[src/rtl/flash_read_arbiter_pkg.sv]
// Shared types and constants for the two-requester flash read arbiter.
package flash_arb_pkg;

  typedef enum logic [1:0] {IDLE, ISSUE, WAIT_DATA, RESP} state_t;

  localparam int         NREQ         = 2;
  localparam logic [3:0] FLASH_BYTEEN = 4'b1111;
  localparam logic [6:0] FLASH_BURST  = 7'd1;

endpackage

[src/rtl/flash_read_arbiter_if.sv]
// Requester-side bus (master = requesters, slave = arbiter) and
// flash-side Avalon-MM read bus (master = arbiter, slave = flash IP).
interface flash_req_if #(
  parameter int ADDR_W = 23,
  parameter int DATA_W = 32
);
  import flash_arb_pkg::*;

  logic [NREQ-1:0]             s_read;
  logic [NREQ-1:0][ADDR_W-1:0] s_address;
  logic [NREQ-1:0]             s_waitrequest;
  logic [DATA_W-1:0]           s_readdata;
  logic [NREQ-1:0]             s_readdatavalid;
  logic                        s_error;

  modport master (output s_read, s_address,
                  input  s_waitrequest, s_readdata, s_readdatavalid, s_error);
  modport slave  (input  s_read, s_address,
                  output s_waitrequest, s_readdata, s_readdatavalid, s_error);
endinterface

interface flash_mem_if #(
  parameter int ADDR_W = 23,
  parameter int DATA_W = 32
);
  logic              flash_mem_read;
  logic [ADDR_W-1:0] flash_mem_address;
  logic              flash_mem_waitrequest;
  logic [DATA_W-1:0] flash_mem_readdata;
  logic              flash_mem_readdatavalid;
  logic [3:0]        flash_mem_byteenable;
  logic [6:0]        flash_mem_burstcount;

  modport master (output flash_mem_read, flash_mem_address, flash_mem_byteenable,
                         flash_mem_burstcount,
                  input  flash_mem_waitrequest, flash_mem_readdata, flash_mem_readdatavalid);
  modport slave  (input  flash_mem_read, flash_mem_address, flash_mem_byteenable,
                         flash_mem_burstcount,
                  output flash_mem_waitrequest, flash_mem_readdata, flash_mem_readdatavalid);
endinterface

[src/rtl/flash_read_arbiter_rr_pick2.sv]
// Two-way round-robin pick: the requester that did not win last time is
// preferred when both ask; otherwise whoever is asking wins.
module rr_pick2 (
  input  logic [1:0] req,
  input  logic       last,
  output logic       gnt_idx,
  output logic       any
);
  assign any     = |req;
  assign gnt_idx = (&req) ? ~last : req[1];
endmodule

[src/rtl/flash_read_arbiter.sv]
// Shares one flash Avalon-MM read port between two requesters, one single-word
// read in flight at a time, with a watchdog that aborts reads that never return.
module flash_read_arbiter
  import flash_arb_pkg::*;
#(
  parameter int ADDR_W  = 23,
  parameter int DATA_W  = 32,
  parameter int TIMEOUT = 1024
) (
  input  logic           clk,
  input  logic           rst_n,
  flash_req_if.slave     req,
  flash_mem_if.master    mem,
  output logic           timeout_sticky
);
  localparam int TW = $clog2(TIMEOUT);

  state_t            state;
  logic              grant;
  logic              last_grant;
  logic [ADDR_W-1:0] addr_q;
  logic [TW-1:0]     timer;
  logic              pick_idx;
  logic              pick_any;

  rr_pick2 u_pick (
    .req     (req.s_read),
    .last    (last_grant),
    .gnt_idx (pick_idx),
    .any     (pick_any)
  );

  always_ff @(posedge clk or negedge rst_n) begin
    if (!rst_n) begin
      state               <= IDLE;
      grant               <= 1'b0;
      last_grant          <= 1'b1;
      addr_q              <= '0;
      timer               <= '0;
      req.s_readdata      <= '0;
      req.s_readdatavalid <= '0;
      req.s_error         <= 1'b0;
      timeout_sticky      <= 1'b0;
    end else begin
      req.s_readdatavalid <= '0;
      req.s_error         <= 1'b0;
      case (state)
        IDLE: if (pick_any) begin
          grant  <= pick_idx;
          addr_q <= req.s_address[pick_idx];
          state  <= ISSUE;
        end
        ISSUE: if (!mem.flash_mem_waitrequest) begin
          timer <= '0;
          state <= WAIT_DATA;
        end
        WAIT_DATA: begin
          timer <= timer + 1'b1;
          // A valid on the last allowed cycle still wins over the abort.
          if (mem.flash_mem_readdatavalid) begin
            req.s_readdata             <= mem.flash_mem_readdata;
            req.s_readdatavalid[grant] <= 1'b1;
            state                      <= RESP;
          end else if (timer == TW'(TIMEOUT - 1)) begin
            req.s_readdata             <= '0;
            req.s_readdatavalid[grant] <= 1'b1;
            req.s_error                <= 1'b1;
            timeout_sticky             <= 1'b1;
            state                      <= RESP;
          end
        end
        RESP: begin
          last_grant <= grant;
          state      <= IDLE;
        end
        default: state <= IDLE;
      endcase
    end
  end

  // Accept is combinational so the requester sees it on the same cycle the flash does.
  always_comb begin
    req.s_waitrequest        = '1;
    mem.flash_mem_read       = (state == ISSUE);
    mem.flash_mem_address    = addr_q;
    mem.flash_mem_byteenable = FLASH_BYTEEN;
    mem.flash_mem_burstcount = FLASH_BURST;
    if (state == ISSUE && !mem.flash_mem_waitrequest)
      req.s_waitrequest[grant] = 1'b0;
  end

endmodule
[src/flat_wrapper.sv]
// flat-port wrapper written by rule: the top's interface ports become plain ports
module flash_read_arbiter_flat import flash_arb_pkg::*;
#(
  parameter int ADDR_W  = 23,
  parameter int DATA_W  = 32,
  parameter int TIMEOUT = 1024
)
  (clk, rst_n, timeout_sticky, req_s_read, req_s_address, req_s_waitrequest, req_s_readdata, req_s_readdatavalid, req_s_error, mem_flash_mem_read, mem_flash_mem_address, mem_flash_mem_byteenable, mem_flash_mem_burstcount, mem_flash_mem_waitrequest, mem_flash_mem_readdata, mem_flash_mem_readdatavalid);
  flash_req_if #(.ADDR_W(ADDR_W), .DATA_W(DATA_W)) req_i ();
  flash_mem_if #(.ADDR_W(ADDR_W), .DATA_W(DATA_W)) mem_i ();
  input  logic clk;
  input  logic rst_n;
  output logic timeout_sticky;
  input wire logic [$bits(req_i.s_read)-1:0] req_s_read;
  input wire logic [$bits(req_i.s_address)-1:0] req_s_address;
  output wire logic [$bits(req_i.s_waitrequest)-1:0] req_s_waitrequest;
  output wire logic [$bits(req_i.s_readdata)-1:0] req_s_readdata;
  output wire logic [$bits(req_i.s_readdatavalid)-1:0] req_s_readdatavalid;
  output wire logic [$bits(req_i.s_error)-1:0] req_s_error;
  output wire logic [$bits(mem_i.flash_mem_read)-1:0] mem_flash_mem_read;
  output wire logic [$bits(mem_i.flash_mem_address)-1:0] mem_flash_mem_address;
  output wire logic [$bits(mem_i.flash_mem_byteenable)-1:0] mem_flash_mem_byteenable;
  output wire logic [$bits(mem_i.flash_mem_burstcount)-1:0] mem_flash_mem_burstcount;
  input wire logic [$bits(mem_i.flash_mem_waitrequest)-1:0] mem_flash_mem_waitrequest;
  input wire logic [$bits(mem_i.flash_mem_readdata)-1:0] mem_flash_mem_readdata;
  input wire logic [$bits(mem_i.flash_mem_readdatavalid)-1:0] mem_flash_mem_readdatavalid;
  assign req_i.s_read = req_s_read;
  assign req_i.s_address = req_s_address;
  assign req_s_waitrequest = req_i.s_waitrequest;
  assign req_s_readdata = req_i.s_readdata;
  assign req_s_readdatavalid = req_i.s_readdatavalid;
  assign req_s_error = req_i.s_error;
  assign mem_flash_mem_read = mem_i.flash_mem_read;
  assign mem_flash_mem_address = mem_i.flash_mem_address;
  assign mem_flash_mem_byteenable = mem_i.flash_mem_byteenable;
  assign mem_flash_mem_burstcount = mem_i.flash_mem_burstcount;
  assign mem_i.flash_mem_waitrequest = mem_flash_mem_waitrequest;
  assign mem_i.flash_mem_readdata = mem_flash_mem_readdata;
  assign mem_i.flash_mem_readdatavalid = mem_flash_mem_readdatavalid;
  flash_read_arbiter #(.ADDR_W(ADDR_W), .DATA_W(DATA_W), .TIMEOUT(TIMEOUT)) u_core (.clk(clk), .rst_n(rst_n), .req(req_i), .mem(mem_i), .timeout_sticky(timeout_sticky));
endmodule
[config.mk]
export PLATFORM = sky130hd
export DESIGN_NAME = flash_read_arbiter_flat
export DESIGN_NICKNAME = d
export VERILOG_FILES = /design/src/rtl/flash_read_arbiter_pkg.sv /design/src/rtl/flash_read_arbiter_if.sv /design/src/rtl/flash_read_arbiter_rr_pick2.sv /design/src/rtl/flash_read_arbiter.sv /design/src/flat_wrapper.sv
export SDC_FILE = /design/constraint.sdc
export NUM_CORES = 1
export LEC_CHECK = 0
export ABC_AREA = 1
export CAP_MARGIN = 40
export CORE_MARGIN = 2
export CORE_UTILIZATION = 37
export CTS_CLUSTER_SIZE = 12
export DETAILED_ROUTE_END_ITERATION = 8
export GPL_ROUTABILITY_DRIVEN = 0
export MAX_ROUTING_LAYER = met4
export PLACE_DENSITY = 0.75
export SYNTH_ARGS = -nofsm -noshare
export SYNTH_HDL_FRONTEND = slang
export SYNTH_HIERARCHICAL = 1
export SYNTH_SLANG_ARGS = --single-unit
[constraint.sdc]
create_clock -name clk -period 1.4 [get_ports clk]
set_input_delay 0.21 -clock clk [delete_from_list [all_inputs] [get_ports clk]]
set_output_delay 0.21 -clock clk [all_outputs]
set_load 0.005 [all_outputs]
==> out/qor.csv <==
stage,metric,value,unit
final_timing,final setup margin,-0.134,ns
cells_and_area,# nets final,682,
cells_and_area,flip-flop count of the largest register after layout,32,
grt,met1 Resource Use GR,22.9,%
drt,antenna-violating nets left,0,
grt,Global Route Usage Sum,19.6,%
pwr,Top pwr grp,combinational logic,
drt,met2 WL post-DR,5560,um
synthesis,"XOR Share, Synth",0,%
setup_path,Critical path buffers and inverters,5,
drt,metal3 WL,506,um
place,HPWL Detailed,6430,um
hold_path,worst hold path class,in2async,
drt,WL/cell,15.3,um
synthesis,"Chip Area, Yosys",3380,um2
cells_and_area,layout cell share with drive strength beyond 1,28.1,%
grt,largest net degree at the start of global routing,74,
cells_and_area,"Cell Count, Final, Fillers Out",705,
final_timing,setup violators final,70,
setup_path,critical path launch point type,register,
setup_path,Setup Crit Path Kind,reg2reg,
synthesis,Area leader share,53.3,%
synthesis,ys cells,403,
final_timing,crit share post-route,110,%
pwr,Clock net power,1.91,mW
drt,DRC,0,
setup_path,CP max stage delay,0.44,ns
synthesis,Synth Warn #,6,
cells_and_area,mi-comb count,289,
synthesis,top post-synthesis cells by count,"140 x nand2_1, 72 x dfrtp_1, 52 x a21oi_1",
synthesis,Post-synth mux share,0,%
synthesis,Syn Area/Cell,8.39,um2
cells_and_area,clock buffer count,12,
synthesis,Post-synth seq share,54.1,%
pwr,P per Cell Area,1930,nW/um2
drt,Top Layer Used,met4,
place,Placement Cell Area,5070,um2
setup_path,crit path launch,u_core/state[0],
final_timing,final hold slack,0.394,ns
clock_tree,htree depth,3,
setup_path,RR Startpoint,u_core/state[0],
place,Placed Cells,662,
drt,Initial DRT Pass Iterations,4,
setup_path,"Slowest-stage cell, CP",dfrtp_2,
run_status,failing checks,setup timing,
synthesis,post-synth top area cell,dfrtp_1,
grt,met2 usage,32.8,%
setup_path,Worst R2R Setup Slack,-0.13,ns
pwr,Power Internal,7.23,mW
cells_and_area,Max-area cell class,non-clock buffers,
place,I/O Buffers,145,
clock_tree,Clock Sinks,73,
drt,Metal-1 WL,4410,um
cells_and_area,clock-cell share of area,3.86,%
clock_tree,Inserted Clock Buffers,9,
final_timing,Max Clock Skew,0.0110,ns
clock_tree,post-cts hold buffer count,1,
run_status,outcome,finished with violations,
synthesis,simple share,26.5,%
setup_path,CP Data Required Time,1.64,ns
final_timing,final-report hold violation count,0,
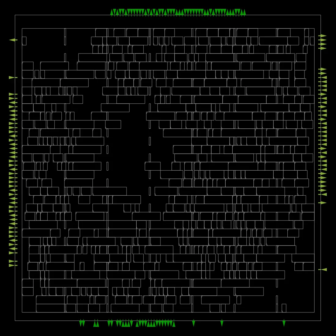
(images/placement.png)
Rows: 34
flip-flops: 73
fill cell count: 700

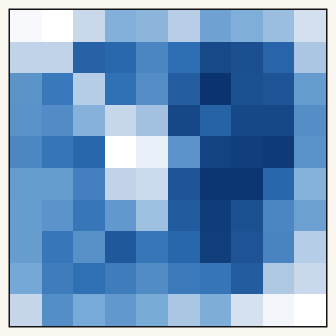
(images/cell_density.png)
The die is cut into 10 by 10 equal tiles; white is low, dark blue is high, 0 to 100% covered.
mean over tiles: 59%
tiles over 75% full: 29%
fullest tile: 99%
Init Core Util: 38.4%
fin util: 67.8%
core footprint: 8810 um2

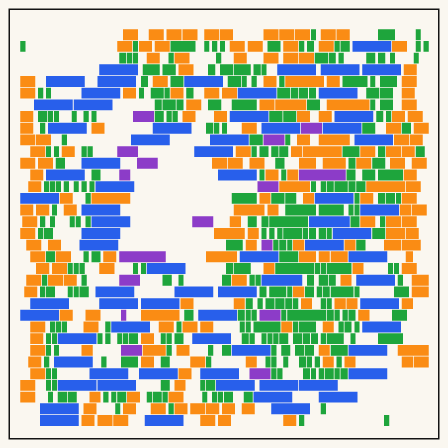
(images/placement_by_type.png)
| colour | class | cells | share of their area |
|---|---|---|---|
| blue | sequential cells | 73 | 31% |
| purple | clock drivers and dummy loads | 16 | 3.9% |
| green | combinational and other logic | 312 | 31% |
| orange | remaining buffers and delay cells | 196 | 34% |

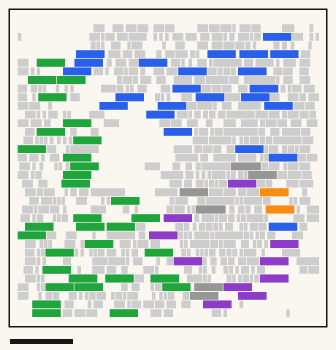
(images/flops_by_reg.png)
Scale bar: 20 um. Other sequential cells in the stronger grey, the rest of the logic in the fainter grey.
| colour | name in the netlist | placed flops |
|---|---|---|
| purple | `u_core/timer` | 10 |
| green | `u_core/req.s_readdata` | 32 |
| blue | `u_core/mem.flash_mem_address` | 23 |
| orange | `u_core/req.s_readdatavalid` | 2 |
not coloured: 6
Flop area: 1830 um2
flop share of the area: 30.6%
sequential power: 3.67 mW

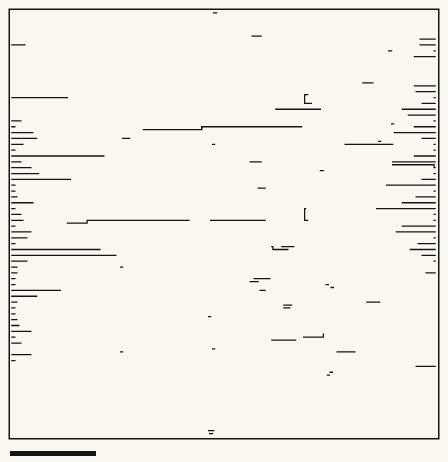
(images/layer_met3.png)
Scale bar: 20 um.
main direction: horizontal
longest straight run: 24.1 um
wire length on this layer: 506 um
share of all routed wire: 4.7%
nets with wire on the layer: 102
via count: 3444
GR Layer Usage met3: 4.15%
total wire length: 10800 um

No activity file was given, so power comes from the tool's default toggle rates.
